File: src/rtl/async_fifo_rd_ctrl.sv
`default_nettype none
// ============================================================================
//  Module      : async_fifo_rd_ctrl
//  Description : Read-domain controller of a dual-clock FIFO. Brings the
//                Gray-coded write pointer into rdclk through a flop chain,
//                keeps the binary and Gray read pointers, and produces the
//                registered empty / almost_empty / level / read-valid flags
//                plus a sticky underflow indication.
//  Revision    : 1.0 - initial release
// ============================================================================
module async_fifo_rd_ctrl #(
   parameter int ADDR_W        = 3,
   parameter int SYNC_STAGES   = 2,
   parameter int AEMPTY_THRESH = 1
) (
   input  logic              rdclk,
   input  logic              rst,
   input  logic              rdreq,
   input  logic              underflow_clr,
   input  logic [ADDR_W:0]   wrptr_gray,
   output logic [ADDR_W:0]   rdptr_gray,
   output logic [ADDR_W-1:0] rdaddr,
   output logic              rd_en,
   output logic              rd_valid,
   output logic              empty,
   output logic              almost_empty,
   output logic [ADDR_W:0]   rd_level,
   output logic              underflow
);

   localparam logic [ADDR_W:0] c_aempty_thresh = (ADDR_W+1)'(AEMPTY_THRESH);

   logic [ADDR_W:0] r_sync [SYNC_STAGES];
   logic [ADDR_W:0] r_rdbin;
   logic [ADDR_W:0] w_wq;
   logic [ADDR_W:0] w_wbin;
   logic [ADDR_W:0] w_rdbin_nxt;
   logic [ADDR_W:0] w_rdgray_nxt;
   logic [ADDR_W:0] w_level_nxt;
   logic            w_accept;

   // Synchroniser chain carrying the write pointer into the read clock domain.
   always_ff @(posedge rdclk) begin
      if (rst) begin
         for (int i = 0; i < SYNC_STAGES; i++) r_sync[i] <= '0;
      end else begin
         r_sync[0] <= wrptr_gray;
         for (int i = 1; i < SYNC_STAGES; i++) r_sync[i] <= r_sync[i-1];
      end
   end

   assign w_wq = r_sync[SYNC_STAGES-1];

   // Gray to binary: each binary bit is the XOR of all Gray bits at or above it.
   genvar gi;
   generate
      for (gi = 0; gi <= ADDR_W; gi++) begin : g_gray2bin
         assign w_wbin[gi] = ^w_wq[ADDR_W:gi];
      end
   endgenerate

   // A read is only accepted when the FIFO is known non-empty; the empty flag
   // is pessimistic so this can never read past the write pointer.
   assign w_accept     = rdreq & ~empty;
   assign rd_en        = w_accept;
   assign w_rdbin_nxt  = r_rdbin + (ADDR_W+1)'(w_accept);
   assign w_rdgray_nxt = (w_rdbin_nxt >> 1) ^ w_rdbin_nxt;
   // Modular difference stays correct when either pointer wraps.
   assign w_level_nxt  = w_wbin - w_rdbin_nxt;
   assign rdaddr       = r_rdbin[ADDR_W-1:0];

   // Read pointers, status flags and sticky underflow, all updated each edge.
   always_ff @(posedge rdclk) begin
      if (rst) begin
         r_rdbin      <= '0;
         rdptr_gray   <= '0;
         empty        <= 1'b1;
         almost_empty <= 1'b1;
         rd_level     <= '0;
         rd_valid     <= 1'b0;
         underflow    <= 1'b0;
      end else begin
         r_rdbin      <= w_rdbin_nxt;
         rdptr_gray   <= w_rdgray_nxt;
         // Full-width compare including the wrap bit distinguishes empty from full.
         empty        <= (w_rdgray_nxt == w_wq);
         almost_empty <= (w_level_nxt <= c_aempty_thresh);
         rd_level     <= w_level_nxt;
         rd_valid     <= w_accept;
         // Set has priority over clear so a simultaneous event is never lost.
         underflow    <= (rdreq & empty) | (underflow & ~underflow_clr);
      end
   end

endmodule
`default_nettype wire

File: config.mk
export PLATFORM = sky130hd
export DESIGN_NAME = async_fifo_rd_ctrl
export DESIGN_NICKNAME = d
export VERILOG_FILES = /design/src/rtl/async_fifo_rd_ctrl.sv
export SDC_FILE = /design/constraint.sdc
export NUM_CORES = 1
export LEC_CHECK = 0
export ABC_AREA = 1
export CAP_MARGIN = 20
export CORE_MARGIN = 4
export CORE_UTILIZATION = 40
export DETAILED_ROUTE_END_ITERATION = 8
export PLACE_DENSITY = 0.75
export RECOVER_POWER = 50
export REMOVE_ABC_BUFFERS = 1
export SYNTH_ARGS = -nofsm -noshare
export SYNTH_HDL_FRONTEND = slang
export SYNTH_SLANG_ARGS = --single-unit
File: constraint.sdc
create_clock -name rdclk -period 2.5 [get_ports rdclk]
set_clock_uncertainty 0.1 [all_clocks]
set_input_delay 0.5 -clock rdclk [delete_from_list [all_inputs] [get_ports rdclk]]
set_output_delay 0.5 -clock rdclk [all_outputs]
set_load 0.01 [all_outputs]
Run 1, wire density map:
12 x 12 tiles, from black (low) to pale yellow (high), scaled to the fullest tile. Values are wire area over tile area, all layers added.
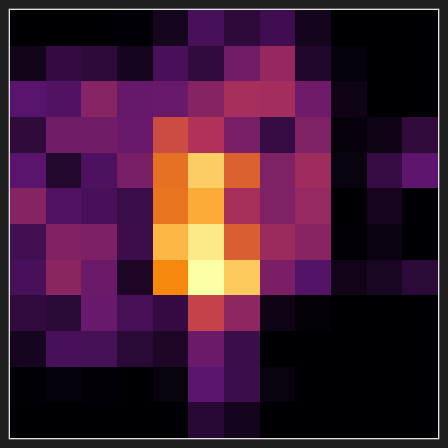
The fullest tile reaches 0.48. 31% of the tiles are nearly empty. The mean over all tiles is 0.094.
gr usage total: 0.129
DR vias: 895
DRT Wirelength: 1980 µm
drt wl/cell: 9.87 µm

Run 1, signal wires by layer:
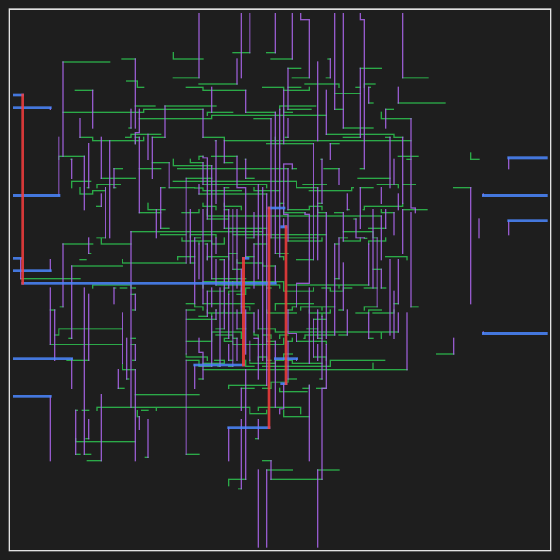
Key: met1 = green [wire length 798 µm]; met2 = purple [wire length 1030 µm]; met4 = red [wire length 72.8 µm]; met3 = blue [wire length 87.8 µm]

==> reports/results.ini, run 1 <==
[outcome]
outcome=complete, no violations

[synthesis]
synthFlopType=dfxtp_1
topCellsByArea=dfxtp_1 45%, nand2_1 11%, inv_1 8.1%
synth.distinct_cells=18
yosys.cell_count.top_type=nand2_1
ys_sh_adder=0.0490
synth.cellmix.simpleShare=0.321
xor_area_frac=0.0600
async_flop_share=0
top_area_frac=0.451
syn_inst=135
ys_cells=135

[critical_path]
crit_type=input port to output pin
arrival_ns=1.85

[floorplan]
die_w_um=58.5
dieArea_um2=3420
die_h_um=58.5
row_count=18
ios=24

[route]
met1Wirelength_um=798
met2_length_um=1030
drc_errors=0

[timing]
finalSetupViolations=0
worst_pin_slew_ns=0.533
whs_ns=0.310
final.setup.worst_slack_ns=0.0489
period_minus_slack_ns=2.45
finalCritPeriodShare=0.980
hold_viol=0

[finish]
mostFrequentLayoutCells=31 x nand2_1, 23 x dfxtp_1, 22 x clkdlybuf4s50_1
fin_util=0.573
area_delta_synth_final_pct=37.9
fin_area_um2=1410

[clocking]
ctsHoldBuffers=0
cts_num_sinks=23
cts_resized=0
cts_post_setup_buffers_inserted=0
tritoncts=done
clkTransAtPathRegs_ns=0.12

[power_and_ir_drop]
finalPower_mw=0.810
power.switching_mw=0.227
peakVddDrop_uv=457
pwr-share-clk=0.209
p_comb_frac=0.279
netSwitchingFraction=0.281

[flow_run]
tool_warnings=25

[place]
preCtsSetupSlack_ns=-0.272
dpl.cell_count=196

[global_route]
antenna_found_initial=0

Run 1, cell outlines without signal wires:
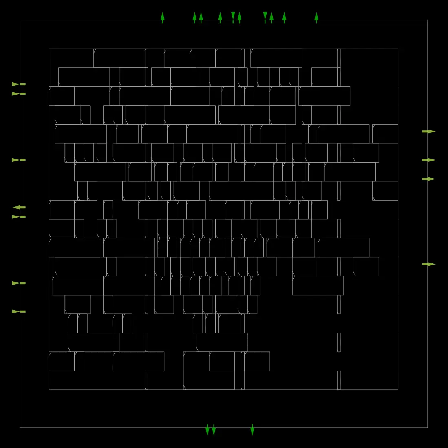
# fillers: 228
Seq area share: 0.327
Layout Cells excl Fill: 201
tap cells: 30
Flops: 23

## run 1: metal layers
| metal | track usage | vias up |
|---|---|---|
| met4 | 0.0927 | 0 |
| met1 | 0.130 | 396 |
| met3 | 0.0285 | 8 |
| met5 | 0 | - |
| met2 | 0.233 | 19 |
| li1 | - | 472 |
## run 1: worst paths after layout
check / start / endpoint / slack (ns) / cells after the start
max: rdreq / rd_en / 0.05 / 5
min: r_sync[0][1] / r_sync[0][5] / 0.31 / 2
max reg2reg: r_sync[0][7] / almost_empty / 0.42 / 15
min reg2reg: r_sync[0][1] / r_sync[0][5] / 0.31 / 2
## run 1: sequential cells by signal, indices dropped and copies added, names as in the netlist
signal	cells
rd_valid	1
empty	1
almost_empty	1
rdptr_gray	4
underflow	1
r_rdbin	3
r_sync	8
rd_level	4
## run 1: cell families after synthesis
logic type	after synthesis
and+or+nand+nor	71
adders and majority gates	4
AOI/OAI and AO/OA	4
buffers and inverters	26
DFF	23
xor gates and xnor gates	7
## run 1: critical path, stage by stage
cell             delay (ns)
clkdlybuf4s50_1        0.48
inv_1                  0.07
nor2_2                 0.16
buf_4                  0.13
clkdlybuf4s50_1        0.52
## run 1: power groups by stage
stage | clock (mW) | combinational (mW) | sequential, mW
2_1_floorplan | 0 | 0.103 | 0.435
5_1_grt | 0.195 | 0.252 | 0.420
3_5_place_dp | 0 | 0.221 | 0.422
3_3_place_gp | 0 | 0.218 | 0.420
4_1_cts | 0.177 | 0.222 | 0.413
6_report | 0.169 | 0.226 | 0.414
## run 1: cell type report
cell class,count,share of cell area
Multi-Input combinational cell,86,0.344
Sequential cell,23,0.327
Timing Repair Buffer,34,0.220
Inverter,24,0.0640
Tap cell,30,0.0267
Clock buffer,4,0.0187
Run 1, cells colored by class:
Bar = 20 µm. Fill, decap, tap and diode cells in gray.
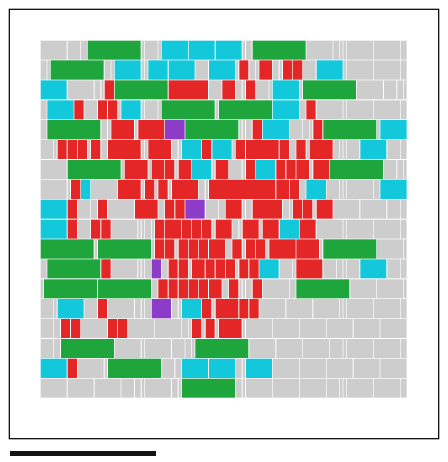

==> run 1 -> run 2 <==
==> constraint.sdc (replaced) <==
create_clock -name rdclk -period 2.4 [get_ports rdclk]
set_clock_uncertainty 0.1 [all_clocks]
set_input_delay 0.48 -clock rdclk [delete_from_list [all_inputs] [get_ports rdclk]]
set_output_delay 0.48 -clock rdclk [all_outputs]
set_load 0.01 [all_outputs]
Run 2, cells colored by class:
Bar = 20 µm. Fill, decap, tap and diode cells in gray.
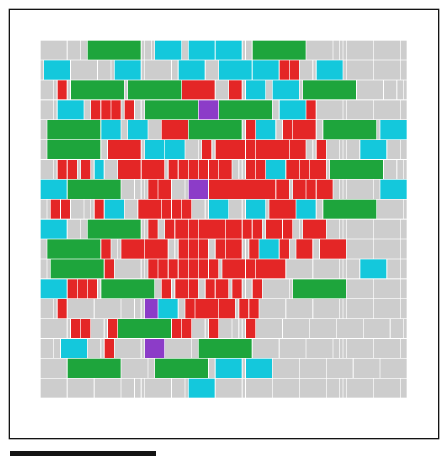
Key: flip-flops = green [cells 23, share of their area 33%]; clock drivers and dummy loads = purple [cells 4, share of their area 2.0%]; all other logic = red [cells 110, share of their area 41%]; other buffers and delay cells = cyan [cells 37, share of their area 24%]
final core utilization: 0.585
CORE AREA: 2450 µm²
Non-Filler Cell Area, Final: 1440 µm²
row count: 18
Seq area share: 0.321

Run 2, cell outlines without signal wires:
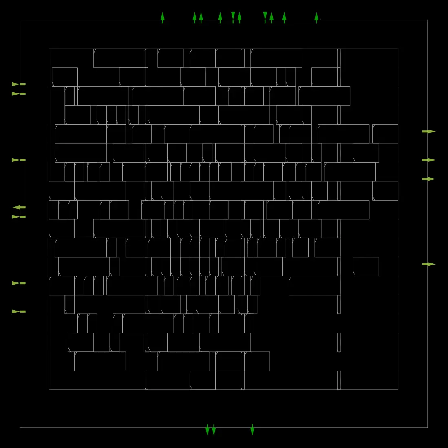
Layout Cells excl Fill: 204
# fillers: 217

==> reports/results.ini, run 2 <==
[synthesis]
topCellsByArea=dfxtp_1 45%, nand2_1 11%, inv_1 8.1%  ; unchanged
synth.distinct_cells=18  ; unchanged
async_flop_share=0  ; unchanged
synthFlopType=dfxtp_1  ; unchanged
top_area_frac=0.451  ; unchanged
yosys.cell_count.top_type=nand2_1  ; unchanged

[power_and_ir_drop]
power.switching_mw=0.245  ; was 0.227 mW
p_comb_frac=0.291  ; was 0.279
pwr-share-clk=0.204  ; was 0.209
peakVddDrop_uv=515  ; was 457 µV
netSwitchingFraction=0.286  ; was 0.281

[place]
dpl.cell_count=198  ; was 196

[finish]
area_delta_synth_final_pct=40.7  ; was 37.9%
diodes=0  ; unchanged
largest_reg_flops=8  ; unchanged
mostFrequentLayoutCell=nand2_1  ; unchanged
mostFrequentLayoutCells=30 x nand2_1, 23 x dfxtp_1, 20 x nor2_1, 20 x inv_1, 19 x clkdlybuf4s50_1  ; was 31 x nand2_1, 23 x dfxtp_1, 22 x clkdlybuf4s50_1
largest_register=r_sync  ; unchanged

[critical_path]
reg2reg_depth=14  ; was 15
crit_type=flip-flop to flip-flop  ; was input port to output pin
cp-endpoint=almost_empty  ; was rd_en
timing.rr.end=almost_empty  ; unchanged
arrival_ns=2.29  ; was 1.85 ns
r2r_start=empty  ; was r_sync[0][7]
rrSetupSlack_ns=0.23  ; was 0.42 ns

[flow_run]
cap_violations=0  ; unchanged
tool_warnings=25  ; unchanged

[clocking]
cts_num_sinks=23  ; unchanged
ctsHoldBuffers=0  ; unchanged
tritoncts=done  ; unchanged
cts_resized=2  ; was 0

[floorplan]
dieArea_um2=3420  ; unchanged
ios=24  ; unchanged
die_w_um=58.5  ; unchanged
die_h_um=58.5  ; unchanged

[route]
wl_um=2080  ; was 1980 µm
drc_errors=0  ; unchanged
wl_per_cell_um=10.2  ; was 9.87 µm

[timing]
worst_pin_slew_ns=0.530  ; was 0.533 ns
fmax_mhz=461
final.setup.worst_slack_ns=0.232  ; was 0.0489 ns
hold_viol=0  ; unchanged
whs_ns=0.312  ; was 0.310 ns
period_minus_slack_ns=2.17
rsz0062_at_grt=no

[outcome]
outcome=complete, no violations  ; unchanged

[global_route]
grt_usage=0.134  ; was 0.129

[hold_path]
whs_endpoint=r_sync[0][5]  ; unchanged
worstHoldPathCells=2  ; unchanged
holdCritStartpoint=r_sync[0][1]  ; unchanged

## run 2: cell counts after synthesis
Identical to the previous run, type by type.
## run 2: metal layers
metal,part of all wire,GRT usage
met1,0.40,0.126
met4,0.040,0.113
met2,0.52,0.246
met5,0,0
met3,0.039,0.0285
## run 2: worst max-delay path, stage by stage (launching register included)
cell and delay [ns]:
dfxtp_1 0.47, nor2_4 0.05, ha_1 0.25, ha_4 0.30
buf_4 0.10, nand3_2 0.08, nand2_1 0.06, inv_1 0.04
ha_1 0.19, inv_1 0.07, nand2_1 0.05, nand3_1 0.07
nand2_2 0.06, a21oi_2 0.14, nor2_2 0.05
## run 2: logic make-up (layout without fill, tap and decap cells)
logic type	Yosys count	in the layout	synth area share
adders and majority gates	4	4	0.0490
AOI/OAI and AO/OA	4	4	0.0233
and+or+nand+nor	71	71	0.321
buffers and inverters	26	65	0.0956
xor gates and xnor gates	7	7	0.0601
DFF	23	23	0.451
## run 2: layout make-up
type | count | area (µm²) | area share
clock buffers | 3 | 22.5 | 0.0157
inverters | 24 | 90.1 | 0.0627
well taps | 30 | 37.5 | 0.0261
multi-input cells | 86 | 487 | 0.339
repair buffers | 37 | 334 | 0.233
flip-flops and latches | 23 | 460 | 0.321
clock inverters | 1 | 5.00 | 0.00348
## run 2: stage by stage
stage	setup TNS, ns	power (mW)	instance area [µm²]
after floorplan	0	0.560	1010
after global placement	-0.499	0.673	1370
after detailed placement	-0.948	0.681	1370
after CTS	0	0.860	1400
after global routing	0	0.913	1440
final	0	0.856	1440
## run 2: power groups by stage
stage	logic, mW	registers (mW)	clock network (mW)
2_1_floorplan	0.108	0.453	0
3_3_place_gp	0.235	0.438	0
3_5_place_dp	0.242	0.439	0
4_1_cts	0.244	0.431	0.185
5_1_grt	0.278	0.437	0.198
6_report	0.249	0.433	0.175
Power figures rest on the tool's default switching activity, not on a simulated workload.
